[src/rtl/fifo_umbrales_if.sv]
// Handshake/data bundle between a fifo_umbrales instance and its producer/consumer.
// The master side drives requests and thresholds; the slave side is the FIFO.
interface fifo_umbrales_if #(
    parameter int DATA_WIDTH   = 6,
    parameter int ADDR_WIDTH   = 3,
    parameter int UMBRALES_L_H = 8
) ();
    logic [UMBRALES_L_H-1:0] umbral_LH_out;
    logic                    push;
    logic [DATA_WIDTH-1:0]   data_in;
    logic                    pop;
    logic [DATA_WIDTH-1:0]   data_out;
    logic                    valid_out;
    logic [ADDR_WIDTH:0]     count;
    logic                    empty_fifo;
    logic                    full_fifo;
    logic                    almost_empty;
    logic                    almost_full;
    logic                    error;

    modport master (
        output umbral_LH_out, push, data_in, pop,
        input  data_out, valid_out, count, empty_fifo, full_fifo,
               almost_empty, almost_full, error
    );

    modport slave (
        input  umbral_LH_out, push, data_in, pop,
        output data_out, valid_out, count, empty_fifo, full_fifo,
               almost_empty, almost_full, error
    );
endinterface

[src/rtl/fifo_umbrales.sv]
// Per-channel data FIFO with registered almost-empty / almost-full thresholds
// and a sticky overflow/underflow error flag.
module fifo_umbrales #(
    parameter int DATA_WIDTH   = 6,
    parameter int ADDR_WIDTH   = 3,
    parameter int UMBRALES_L_H = 8
) (
    input  logic              clk,
    input  logic              reset,
    fifo_umbrales_if.slave    bus
);
    localparam int DEPTH = 1 << ADDR_WIDTH;
    localparam int CW    = ADDR_WIDTH + 1;
    localparam int TW    = UMBRALES_L_H / 2;
    localparam int CMPW  = (TW > CW) ? TW : CW;

    logic [DATA_WIDTH-1:0] mem_q [DEPTH];
    logic [DATA_WIDTH-1:0] mem_d [DEPTH];
    logic [ADDR_WIDTH-1:0] wr_ptr_q, wr_ptr_d;
    logic [ADDR_WIDTH-1:0] rd_ptr_q, rd_ptr_d;
    logic [CW-1:0]         count_q, count_d;
    logic [TW-1:0]         alto_q, alto_d;
    logic [TW-1:0]         bajo_q, bajo_d;
    logic [DATA_WIDTH-1:0] data_out_q, data_out_d;
    logic                  valid_out_q, valid_out_d;
    logic                  error_q, error_d;

    logic                  full, empty, rd_ok, wr_ok;
    logic [CMPW-1:0]       cnt_ext, alto_ext, bajo_ext;

    assign full  = (count_q == CW'(DEPTH));
    assign empty = (count_q == '0);

    always_comb begin
        mem_d       = mem_q;
        wr_ptr_d    = wr_ptr_q;
        rd_ptr_d    = rd_ptr_q;
        count_d     = count_q;
        data_out_d  = data_out_q;
        valid_out_d = 1'b0;
        // A push at full still goes through when the same-cycle pop frees a slot.
        rd_ok       = bus.pop && !empty;
        wr_ok       = bus.push && (!full || rd_ok);
        error_d     = error_q | (bus.push & ~wr_ok) | (bus.pop & ~rd_ok);
        alto_d      = bus.umbral_LH_out[UMBRALES_L_H-1:TW];
        bajo_d      = bus.umbral_LH_out[TW-1:0];

        if (wr_ok) begin
            mem_d[wr_ptr_q] = bus.data_in;
            wr_ptr_d        = wr_ptr_q + ADDR_WIDTH'(1);
        end
        if (rd_ok) begin
            data_out_d  = mem_q[rd_ptr_q];
            valid_out_d = 1'b1;
            rd_ptr_d    = rd_ptr_q + ADDR_WIDTH'(1);
        end
        case ({wr_ok, rd_ok})
            2'b10:   count_d = count_q + CW'(1);
            2'b01:   count_d = count_q - CW'(1);
            default: count_d = count_q;
        endcase
    end

    always_ff @(posedge clk) begin
        if (reset) begin
            wr_ptr_q    <= '0;
            rd_ptr_q    <= '0;
            count_q     <= '0;
            alto_q      <= '0;
            bajo_q      <= '0;
            data_out_q  <= '0;
            valid_out_q <= 1'b0;
            error_q     <= 1'b0;
        end else begin
            wr_ptr_q    <= wr_ptr_d;
            rd_ptr_q    <= rd_ptr_d;
            count_q     <= count_d;
            alto_q      <= alto_d;
            bajo_q      <= bajo_d;
            data_out_q  <= data_out_d;
            valid_out_q <= valid_out_d;
            error_q     <= error_d;
        end
    end

    // Storage is deliberately left out of reset; pointers/count define validity.
    always_ff @(posedge clk) begin
        mem_q <= mem_d;
    end

    assign cnt_ext  = CMPW'(count_q);
    assign alto_ext = CMPW'(alto_q);
    assign bajo_ext = CMPW'(bajo_q);

    assign bus.data_out     = data_out_q;
    assign bus.valid_out    = valid_out_q;
    assign bus.count        = count_q;
    assign bus.error        = error_q;
    assign bus.empty_fifo   = empty;
    assign bus.full_fifo    = full;
    assign bus.almost_empty = (cnt_ext <= bajo_ext);
    assign bus.almost_full  = (alto_q != '0) && (cnt_ext >= alto_ext);
endmodule

[src/flat_wrapper.sv]
// flat-port wrapper written by rule: the top's interface ports become plain ports
module fifo_umbrales_flat 
#(
    parameter int DATA_WIDTH   = 6,
    parameter int ADDR_WIDTH   = 3,
    parameter int UMBRALES_L_H = 8
)
  (clk, reset, bus_umbral_LH_out, bus_push, bus_data_in, bus_pop, bus_data_out, bus_valid_out, bus_count, bus_empty_fifo, bus_full_fifo, bus_almost_empty, bus_almost_full, bus_error);
  fifo_umbrales_if #(.DATA_WIDTH(DATA_WIDTH), .ADDR_WIDTH(ADDR_WIDTH), .UMBRALES_L_H(UMBRALES_L_H)) bus_i ();
  input  logic clk;
  input  logic reset;
  input wire logic [$bits(bus_i.umbral_LH_out)-1:0] bus_umbral_LH_out;
  input wire logic [$bits(bus_i.push)-1:0] bus_push;
  input wire logic [$bits(bus_i.data_in)-1:0] bus_data_in;
  input wire logic [$bits(bus_i.pop)-1:0] bus_pop;
  output wire logic [$bits(bus_i.data_out)-1:0] bus_data_out;
  output wire logic [$bits(bus_i.valid_out)-1:0] bus_valid_out;
  output wire logic [$bits(bus_i.count)-1:0] bus_count;
  output wire logic [$bits(bus_i.empty_fifo)-1:0] bus_empty_fifo;
  output wire logic [$bits(bus_i.full_fifo)-1:0] bus_full_fifo;
  output wire logic [$bits(bus_i.almost_empty)-1:0] bus_almost_empty;
  output wire logic [$bits(bus_i.almost_full)-1:0] bus_almost_full;
  output wire logic [$bits(bus_i.error)-1:0] bus_error;
  assign bus_i.umbral_LH_out = bus_umbral_LH_out;
  assign bus_i.push = bus_push;
  assign bus_i.data_in = bus_data_in;
  assign bus_i.pop = bus_pop;
  assign bus_data_out = bus_i.data_out;
  assign bus_valid_out = bus_i.valid_out;
  assign bus_count = bus_i.count;
  assign bus_empty_fifo = bus_i.empty_fifo;
  assign bus_full_fifo = bus_i.full_fifo;
  assign bus_almost_empty = bus_i.almost_empty;
  assign bus_almost_full = bus_i.almost_full;
  assign bus_error = bus_i.error;
  fifo_umbrales #(.DATA_WIDTH(DATA_WIDTH), .ADDR_WIDTH(ADDR_WIDTH), .UMBRALES_L_H(UMBRALES_L_H)) u_core (.clk(clk), .reset(reset), .bus(bus_i));
endmodule
[config.mk]
export PLATFORM = sky130hd
export DESIGN_NAME = fifo_umbrales_flat
export DESIGN_NICKNAME = d
export VERILOG_FILES = /design/src/rtl/fifo_umbrales_if.sv /design/src/rtl/fifo_umbrales.sv /design/src/flat_wrapper.sv
export SDC_FILE = /design/constraint.sdc
export NUM_CORES = 1
export LEC_CHECK = 0
export CORE_MARGIN = 2
export CORE_UTILIZATION = 35
export CTS_BUF_LIST = sky130_fd_sc_hd__clkbuf_4 sky130_fd_sc_hd__clkbuf_8
export DETAILED_ROUTE_END_ITERATION = 12
export GPL_TIMING_DRIVEN = 0
export PLACE_DENSITY_LB_ADDON = 0.15
export SETUP_SLACK_MARGIN = 0.1
export SLEW_MARGIN = 25
export SYNTH_ARGS = -nofsm -noshare
export SYNTH_HDL_FRONTEND = slang
export SYNTH_SLANG_ARGS = --single-unit
[constraint.sdc]
create_clock -name clk -period 2.56 [get_ports clk]
set_input_delay 0.384 -clock clk [delete_from_list [all_inputs] [get_ports clk]]
set_output_delay 0.384 -clock clk [all_outputs]
set_load 0.02 [all_outputs]
Run 1, clock distribution:
Drawn at 4 px/um.
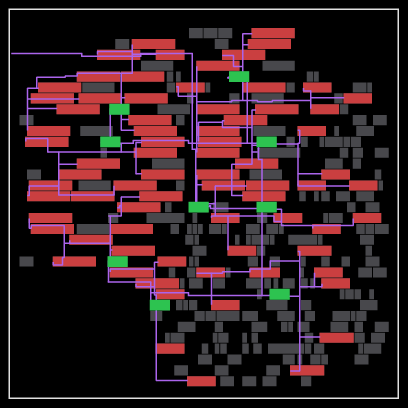
[purple] clock wires | length: 954 um
[green] clock drivers | count: 9
[red] flip-flops | count: 74
routed clock nets	10
Clk. pwr: 0.914 mW
clk latency late pin: 0.35 ns
Clock Power Share: 0.252

Run 1, cell classes on the final placement:
Drawn at 3 px/um.
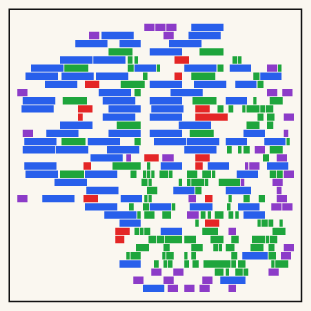
color	class	cells	share of their area
green	combinational and other logic	130	30%
blue	flops	74	55%
red	clock drivers and dummy loads	16	5.5%
purple	other buffers and delay cells	41	10%

Run 1, clock nets:
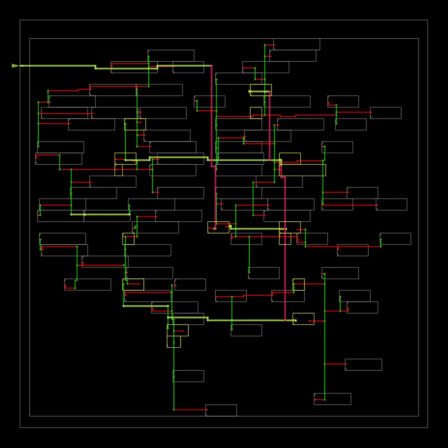
Flops: 74
CTS buffer count: 9

==> results.txt, run 1 <==
fresh numbers from the pnr run: CP Max Fanout=6, FP Core Util=0.364, buffer share of cell area=0.101, Post-synth seq share=0.650, Initial DRC Count=69, Slew @ Worst Pin=0.721 ns, Final Hold Fails=0, cell area after placement=0.00349 mm2, Comb. pwr=1.20 mW, Seq power=1.52 mW, CTS Sinks=74, DR vias=1808, DR WL met3=261 um, clk cell area share=0.0527, Post-CTS Setup Inserts=1, Row Count=33, crit end category=flop, Port Buf Inserts=33, run status=finished clean, Highest Clock Rate=419 MHz, EDFF count, synth=48, met2 WL=3.04 mm, static leakage=1.28 nW, syn avg cell area=14.5 um2, Final nets=288, tool warnings=28, CP top delay family=simple AND/OR/NAND/NOR gates, Synth Area in Compound Gates=0.0514, R2R cell count=8, AND/OR/NAND/NOR Cells, Area Fraction=0.104, Post-synth ARST share=0, Tcrit/Tclk final=0.932, worst hold slack=0.497 ns, worst hold path class=flop to flop, Core Util, Final=0.452, Adder Share, Synth=0.0605, share of cell area taken by multi-input logic gates=0.274, setup_tns=0 ns, diode count=0, Vias/cell=4.94, crit path to=u_core.bus.count[3]$_SDFFE_PP0P_, Bufs and invs on worst path=0, # Taps=105, Largest type area fraction=0.477, Logic Gate Count=120, ys cells=209, Tot GR Track Use=0.143, post-synth cell types=38, arrival time of the worst setup path=2.66 ns, first-pass GRT wire length=10.0 mm, Peak VDD IR=0.352 mV, Top power group=sequential cells, switching share of power=0.324, DR top layer=met4, core area=0.00830 mm2, worst hold path cell count=2, Flop pwr share=0.419, Area-dominant class=flip-flops and latches, top_reg_cell synth=edfxtp_1, top cells by count=edfxtp_1 (48), dfxtp_1 (26), nor2_1 (25), ha_1 (13), global-route met1 utilization=0.172, chip area line of the yosys report=0.00302 mm2, DRT Wirelength=6.13 mm, Stages on worst setup path=8, Die ar.=0.00939 mm2, post-DP HPWL=4.08 mm, Logic family by area=simple AND/OR/NAND/NOR gates, total congestion overflow=0, most frequent CP cell=a21oi_1, Biggest register=u_core.mem_q, Gate Area=0.00103 mm2, Post-CTS Hold Buffers=0, max-cap viol count=0, Non-clk bufs=41, Commonest Layout Cell=edfxtp_1, min-delay src=u_core.bus.data_out[2]$_SDFFE_PP0P_, # clk buffers=10
## Run 2: what changed since run 1
- CTS_CLUSTER_DIAMETER: unset -> 30
- CTS_CLUSTER_SIZE: unset -> 40
==> results.txt, run 2 <==
fresh numbers from the pnr run: Die ar.=0.00939 mm2, ys cells=209, setup_tns=0 ns, Vias/cell=4.94, Stages on worst setup path=8, Final Hold Fails=0, crit end category=flop, Non-clk bufs=41, worst hold slack=0.497 ns, CP top delay family=simple AND/OR/NAND/NOR gates, global-route met1 utilization=0.172, switching share of power=0.324, DR top layer=met4, Row Count=33, static leakage=1.28 nW, CTS H-tree lvls=3, total congestion overflow=0, top_reg_cell synth=edfxtp_1, Slew @ Worst Pin=0.721 ns, Seq power=1.52 mW, Tot GR Track Use=0.143, clk cell area share=0.0527, share of cell area taken by multi-input logic gates=0.274, core area=0.00830 mm2, Final nets=288, Post-CTS Hold Buffers=0, DRT Wirelength=6.13 mm, Largest type area fraction=0.477, Synth Area in Compound Gates=0.0514, top cells by count=edfxtp_1 (48), dfxtp_1 (26), nor2_1 (25), ha_1 (13), met2 WL=3.04 mm, Highest Clock Rate=419 MHz, # Taps=105, diode count=0, Comb. pwr=1.20 mW, Core Util, Final=0.452, # clk buffers=10, crit path to=u_core.bus.count[3]$_SDFFE_PP0P_, Bufs and invs on worst path=0, buffer share of cell area=0.101, tool warnings=28, Post-CTS Setup Inserts=1, CTS buffer count=9, Post-synth seq share=0.650, Logic family by area=simple AND/OR/NAND/NOR gates, Logic Gate Count=120, Clock Power Share=0.252, arrival time of the worst setup path=2.66 ns, Biggest register=u_core.mem_q, Gate Area=0.00103 mm2, Peak VDD IR=0.352 mV, CTS Sinks=74, cell area after placement=0.00349 mm2, Clk. pwr=0.914 mW, DR vias=1808, Port Buf Inserts=33, clk latency late pin=0.35 ns, Initial DRC Count=69, AND/OR/NAND/NOR Cells, Area Fraction=0.104, layout cell share with drive strength beyond 1=0.184, Adder Share, Synth=0.0605, Commonest Layout Cell=edfxtp_1, max-cap viol count=0, syn avg cell area=14.5 um2, EDFF count, synth=48, R2R cell count=8, Tcrit/Tclk final=0.932, first-pass GRT wire length=10.0 mm, run status=finished clean, Area-dominant class=flip-flops and latches, DR WL met3=261 um, post-synth cell types=38
Run 2, clock distribution:
Drawn at 4 px/um.
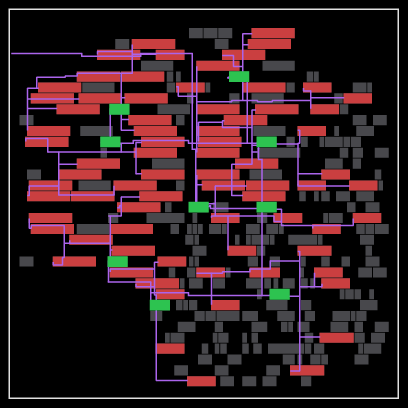
[green] clock drivers | count: 9
[red] flip-flops | count: 74
[purple] clock wires | length: 954 um
routed clock nets	10

## Run 3: what changed since run 2
- GPL_ROUTABILITY_DRIVEN: unset -> 0
==> results.txt, run 3 <==
fresh numbers from the pnr run: buffer share of cell area=0.101, Synth area leader=edfxtp_1, Post-CTS Hold Buffers=0, Post-CTS Setup Inserts=1, synth-to-layout area growth=24.1%, CP max stage cell=or4_1, switching share of power=0.324, Seq power=1.52 mW, Clk. pwr=0.914 mW, Gate Area=0.00103 mm2, Tcrit/Tclk final=0.932, Post-synth ARST share=0, worst hold slack=0.497 ns, Non-clk bufs=41, AND/OR/NAND/NOR Cells, Area Fraction=0.104, Port Buf Inserts=33, DRT Wirelength=6.13 mm, Post-synth seq share=0.650, top_reg_cell synth=edfxtp_1, EDFF count, synth=48, GR Util met2=0.238, flop share of the area=0.527, Flops=74, WP data required=2.83 ns, CP top delay family=simple AND/OR/NAND/NOR gates, Final Hold Fails=0, Initial DRC Count=69, Final nets=288, Hold Path Sink=u_core.bus.data_out[2]$_SDFFE_PP0P_, arrival time of the worst setup path=2.66 ns, CTS H-tree lvls=3, DR top layer=met4, Clock Power Share=0.252, CTS buffer count=9, static leakage=1.28 nW, Logic Gate Count=120, Row Count=33, DR vias=1808, drt pass-1 iters=4, Bufs and invs on worst path=0, setup_tns=0 ns, chip area line of the yosys report=0.00302 mm2, Stages on worst setup path=8, Top power group=sequential cells, min-delay src=u_core.bus.data_out[2]$_SDFFE_PP0P_, Tot GR Track Use=0.143, run status=finished clean, Adder Share, Synth=0.0605, post-DP HPWL=4.08 mm, diode count=0, met2 WL=3.04 mm, Slew @ Worst Pin=0.721 ns, post-synth cell types=38, crit path to=u_core.bus.count[3]$_SDFFE_PP0P_, Die ar.=0.00939 mm2, Largest type area fraction=0.477, DR WL met3=261 um, most frequent CP cell=a21oi_1, R2R cell count=8, total congestion overflow=0, Commonest Layout Cell=edfxtp_1, ys cells=209, cell area after placement=0.00349 mm2, # Taps=105, share of cell area taken by multi-input logic gates=0.274, clk latency late pin=0.35 ns, total area of sequential cells=0.00197 mm2, worst hold path class=flop to flop, Synth Area in Compound Gates=0.0514, first-pass GRT wire length=10.0 mm, CP Max Fanout=6, Peak VDD IR=0.352 mV, Core Util, Final=0.452, top cells by count=edfxtp_1 (48), dfxtp_1 (26), nor2_1 (25), ha_1 (13), syn avg cell area=14.5 um2, Area-dominant class=flip-flops and latches, Logic family by area=simple AND/OR/NAND/NOR gates, Biggest register=u_core.mem_q
Run 3, clock nets:
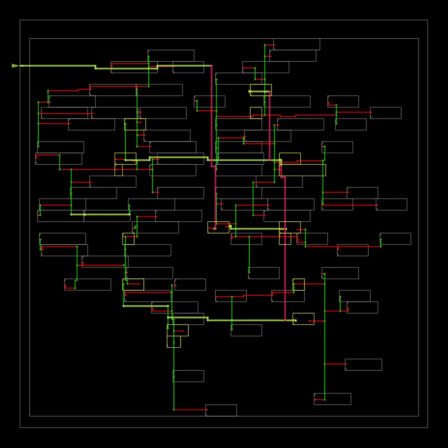
CTS Sinks: 74
Post-Route Skew: 0.0118 ns
# clk buffers: 10

No activity file was given, so power comes from the tool's default toggle rates.
